Fig. 1: signal wires on met3
Scale: 4 px per um.
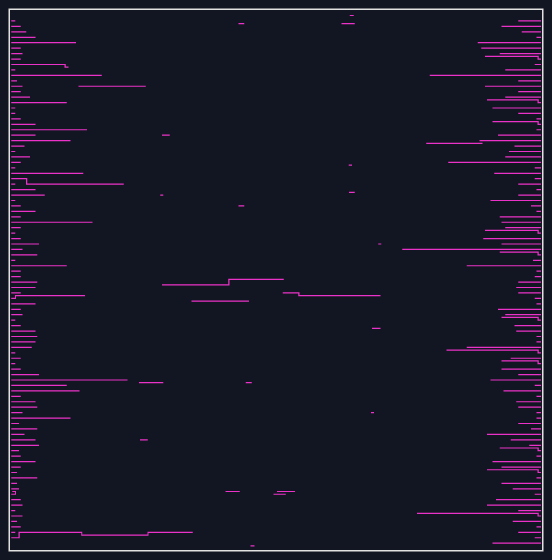
Fig. 2: wire density map
Scale: 3 px per um. 27 x 27 tiles, from black (low) to pale yellow (high), scaled to the fullest tile. Values are wire area over tile area, all layers added.
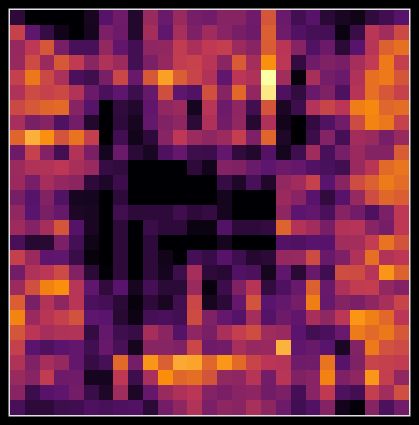
Fig. 3: cells by drive strength
Scale: 4 px per um.
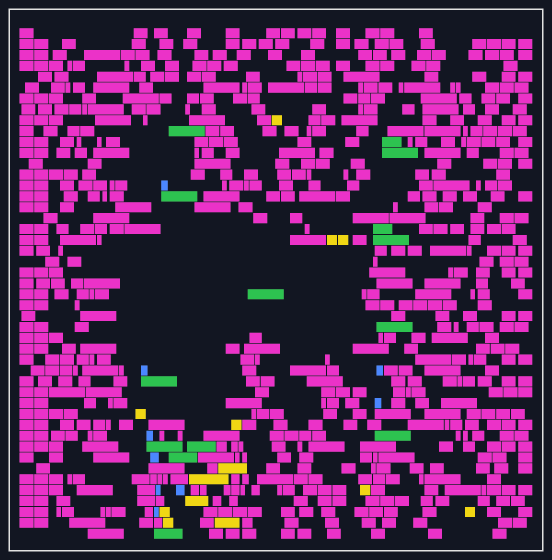
Fig. 4: clock wiring as the flow saved it
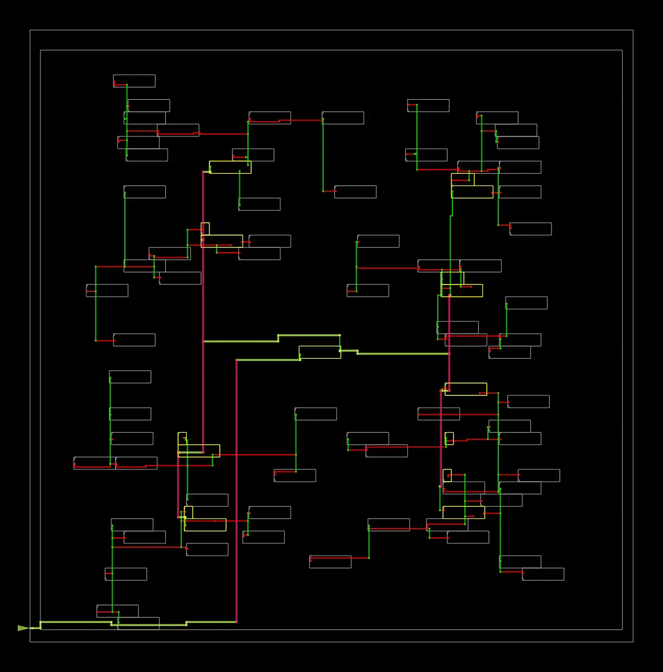
Fig. 5: sequential cells colored by netlist name
Scale: 3 px per um. Other sequential cells in the stronger gray, the rest of the logic in the fainter gray.
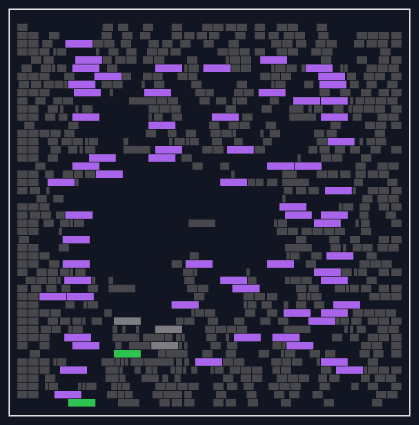
===== src/rtl/wb_sched_pkg.sv =====
// rtl/wb_sched_pkg.sv - shared defaults and types for the write-back round-robin scheduler
package wb_sched_pkg;

  localparam int unsigned WB_NUM_SRC    = 4;
  localparam int unsigned WB_DATA_WIDTH = 64;
  localparam int unsigned WB_SRC_W      = $clog2(WB_NUM_SRC);

  typedef logic [WB_SRC_W-1:0] wb_src_idx_t;

endpackage


===== src/rtl/rr_priority_select.sv =====
// rtl/rr_priority_select.sv - round-robin priority search starting at a pointer, with wrap
module rr_priority_select
  import wb_sched_pkg::*;
#(
  parameter int unsigned N = WB_NUM_SRC,
  localparam int unsigned W = $clog2(N)
) (
  input  logic [N-1:0] valid_i,
  input  logic [W-1:0] ptr_i,
  output logic [N-1:0] grant_o,
  output logic [W-1:0] idx_o,
  output logic         any_valid_o
);

  logic [N-1:0]   mask;
  logic [2*N-1:0] dbl;
  logic           found;

  // Upper half covers the wrapped search, lower half only indices at or after ptr_i.
  always_comb begin
    mask  = '0;
    idx_o = '0;
    found = 1'b0;
    for (int i = 0; i < int'(N); i++) begin
      mask[i] = (i >= int'(ptr_i));
    end
    dbl = {valid_i, valid_i & mask};
    for (int i = 0; i < 2 * int'(N); i++) begin
      if (!found && dbl[i]) begin
        found = 1'b1;
        idx_o = W'(i % int'(N));
      end
    end
  end

  assign any_valid_o = |valid_i;
  assign grant_o     = any_valid_o ? (N'(1) << idx_o) : '0;

endmodule


===== src/rtl/wb_rr_scheduler.sv =====
// rtl/wb_rr_scheduler.sv - round-robin arbiter of producers onto one registered write-back channel
module wb_rr_scheduler
  import wb_sched_pkg::*;
#(
  parameter int unsigned NUM_SRC    = WB_NUM_SRC,
  parameter int unsigned DATA_WIDTH = WB_DATA_WIDTH,
  localparam int unsigned SRC_W     = $clog2(NUM_SRC)
) (
  input  logic                          clk_i,
  input  logic                          arst_ni,
  input  logic                          flush_i,
  input  logic [NUM_SRC-1:0]            src_valid_i,
  input  logic [NUM_SRC*DATA_WIDTH-1:0] src_data_i,
  output logic [NUM_SRC-1:0]            src_ready_o,
  output logic                          wb_valid_o,
  output logic [DATA_WIDTH-1:0]         wb_data_o,
  output logic [SRC_W-1:0]              wb_src_o,
  input  logic                          wb_ready_i,
  output logic                          busy_o
);

  logic                  wb_valid_q, wb_valid_d;
  logic [DATA_WIDTH-1:0] wb_data_q, wb_data_d;
  logic [SRC_W-1:0]      wb_src_q, wb_src_d;
  logic [SRC_W-1:0]      ptr_q, ptr_d;

  logic [NUM_SRC-1:0] grant;
  logic [SRC_W-1:0]   win_idx;
  logic               any_valid;
  logic               load_en;
  logic               transfer;

  rr_priority_select #(
    .N (NUM_SRC)
  ) u_select (
    .valid_i     (src_valid_i),
    .ptr_i       (ptr_q),
    .grant_o     (grant),
    .idx_o       (win_idx),
    .any_valid_o (any_valid)
  );

  // arst_ni gating keeps src_ready_o low for the whole time reset is held.
  assign load_en     = (~wb_valid_q | wb_ready_i) & ~flush_i & arst_ni;
  assign transfer    = load_en & any_valid;
  assign src_ready_o = load_en ? grant : '0;

  always_comb begin
    wb_valid_d = wb_valid_q;
    wb_data_d  = wb_data_q;
    wb_src_d   = wb_src_q;
    ptr_d      = ptr_q;
    if (flush_i) begin
      wb_valid_d = 1'b0;
    end else if (transfer) begin
      wb_valid_d = 1'b1;
      wb_data_d  = src_data_i[win_idx*DATA_WIDTH +: DATA_WIDTH];
      wb_src_d   = win_idx;
      ptr_d      = (win_idx == SRC_W'(NUM_SRC - 1)) ? '0 : win_idx + SRC_W'(1);
    end else if (wb_ready_i) begin
      wb_valid_d = 1'b0;
    end
  end

  always_ff @(posedge clk_i or negedge arst_ni) begin
    if (!arst_ni) begin
      wb_valid_q <= 1'b0;
      wb_data_q  <= '0;
      wb_src_q   <= '0;
      ptr_q      <= '0;
    end else begin
      wb_valid_q <= wb_valid_d;
      wb_data_q  <= wb_data_d;
      wb_src_q   <= wb_src_d;
      ptr_q      <= ptr_d;
    end
  end

  assign wb_valid_o = wb_valid_q;
  assign wb_data_o  = wb_data_q;
  assign wb_src_o   = wb_src_q;
  assign busy_o     = wb_valid_q | (|src_valid_i);

endmodule


===== config.mk =====
export PLATFORM = sky130hd
export DESIGN_NAME = wb_rr_scheduler
export DESIGN_NICKNAME = d
export VERILOG_FILES = /design/src/rtl/wb_sched_pkg.sv /design/src/rtl/rr_priority_select.sv /design/src/rtl/wb_rr_scheduler.sv
export SDC_FILE = /design/constraint.sdc
export NUM_CORES = 1
export LEC_CHECK = 0
export CAP_MARGIN = 20
export CORE_AREA = 2 2 131 133
export DETAILED_ROUTE_END_ITERATION = 16
export DIE_AREA = 0 0 133 135
export PLACE_DENSITY_LB_ADDON = 0.12
export SLEW_MARGIN = 20
export SYNTH_ARGS = -nofsm -noshare
export SYNTH_HDL_FRONTEND = slang
export SYNTH_SLANG_ARGS = --single-unit

===== constraint.sdc =====
create_clock -name clk_i -period 6.9 [get_ports clk_i]
set_clock_uncertainty 0.05 [all_clocks]
set_input_delay 2.07 -clock clk_i [delete_from_list [all_inputs] [get_ports clk_i]]
set_output_delay 2.07 -clock clk_i [all_outputs]
set_load 0.05 [all_outputs]

==> flow_summary_export.csv <==
group,metric,value,unit
clock_network,clock_tree.root_cell,"clkbuf_16",
drt,wl_met3,1490,um
global_routing,use_met3,0.0552,
power_and_ir_drop,p_leak,3.43,nW
yosys,synth_area,4460,um2
global_routing,use_met1,0.201,
yosys,postSynthSeqShare,0.387,
cells_and_area,fillers,1463,
global_routing,grt-busiest-layer,"met2",
outcome,status,"finished clean",
yosys,synth-edff-count,0,
critical_path,crit_chain,"clkdlybuf4s50_1 > nor4_1 > or2b_1 > clkdlybuf4s50_1",
die,coreArea,16400,um2
cells_and_area,layout-drive-gt1-share,0.0499,
critical_path,worstSetupPathType,"input port to output port",
global_routing,grt_use_met2,0.341,
power_and_ir_drop,pwr-share-comb,0.599,
critical_path,max_stage_delay,700,ps
cells_and_area,nNetsFinal,985,
yosys,synth.largest_area_cell,"dfrtp_1",
drt,top_layer,"met4",
drt,ant_nets,0,
sta,setup_viol,0,
cells_and_area,lay_top_cells,"clkdlybuf4s50_1, mux2i_1, nand2_1",
power_and_ir_drop,powerDensity,334,nW/um2
power_and_ir_drop,power.net_switching,1.24,mW
critical_path,cpMostUsedCell,"clkdlybuf4s50_1",
drt,drtIter0Drc,94,
global_routing,grt_use_total,0.185,
clock_network,clock_sinks,69,
cells_and_area,num-nonclk-inverters,5,
yosys,synthMuxAreaShare,0.287,
job,warnings,29,
sta,finalClockPeriodUsage,0.885,
power_and_ir_drop,seqPwrFrac,0.241,
drt,met2_length,8750,um
placed_design,preCtsSetupSlack,797,ps
clock_network,ctsResizeCount,0,
die,io_pins,336,
yosys,synth_flops,69,
clock_network,post_cts.repair.setup_buffers,0,
## Picture notes: Fig. 1
202 nets have wire on it. The layer holds 8.7% of the routed length.

## Picture notes: Fig. 2
7.1% of the tiles are nearly empty. The fullest tile reaches 0.47. 20% of the tiles are over half the peak. The emptiest ninth of the die: center.

## Picture notes: Fig. 3
Green is drive 6 and up, cells 14. Yellow is drive 3 to 4, cells 13. Blue is drive 2, cells 9. Magenta is drive 1 or less, cells 686.
P&R area growth vs syn: 81.1%
design area: 8090 um2
post-route setup slack: 793 ps

## Picture notes: Fig. 4
CLK BUF: 11
Late-Pin Clk Latency: 330 ps

## Picture notes: Fig. 5
Green is wb_src_o, sequential cells 2. Purple is wb_data_o, sequential cells 64, where all over the die.
Another 3 sequential cells are not colored.

stage by stage:
| stage | util | instance area [um2] | std cells | total power [mW] |
|---|---|---|---|---|
| 2_1_floorplan | - | 4460 | 400 | 1.76 |
| 3_3_place_gp | 0.475 | 7790 | 925 | 2.27 |
| 4_1_cts | 0.493 | 8090 | 942 | 2.74 |
| 5_1_grt | 0.493 | 8090 | 942 | 2.84 |
| 6_report | 0.493 | 8090 | 942 | 2.70 |
| 3_5_place_dp | 0.476 | 7810 | 926 | 2.29 |
sequential cells by signal (all words and copies together), names as in the netlist:
signal	flops
wb_data_o	64
ptr_q	2
wb_src_o	2
wb_valid_o	1
worst max-delay path, delay by kind of cell:
| family | cells | cell delay (ps) |
|---|---|---|
| buffers and inverters | 2 | 1180 |
| AND/OR/NAND/NOR | 2 | 740 |
path summary, 6_finish.rpt:
| kind | from | end | slack (ps) | cells after the start |
|---|---|---|---|---|
| setup / recovery | src_valid_i[3] | busy_o | 790 | 4 |
| hold / removal | wb_src_o[0] | wb_src_o[0] | 430 | 2 |
| setup reg to reg | ptr_q[1] | wb_data_o[2] | 3970 | 7 |
| hold reg to reg | wb_src_o[0] | wb_src_o[0] | 430 | 2 |
| max in group asynchronous | arst_ni | wb_data_o[23] | 4230 | 2 |
| min in group asynchronous | arst_ni | wb_data_o[51] | 1990 | 2 |
cell families after synthesis:
| family | after synthesis |
|---|---|
| compound gates | 74 |
| fa+ha+maj | 4 |
| buf+inv | 41 |
| flops | 69 |
| mux | 128 |
| simple gates | 84 |
power groups by stage:
stage	Combinational (mW)	Clock [mW]	Sequential [mW]
finish	1.62	0.432	0.652
global route	1.70	0.464	0.675
CTS	1.64	0.445	0.653
detailed placement	1.63	0	0.657
global placement	1.62	0	0.651
floorplan	0.566	0	1.20
Power is estimated from default activity; no workload was simulated.
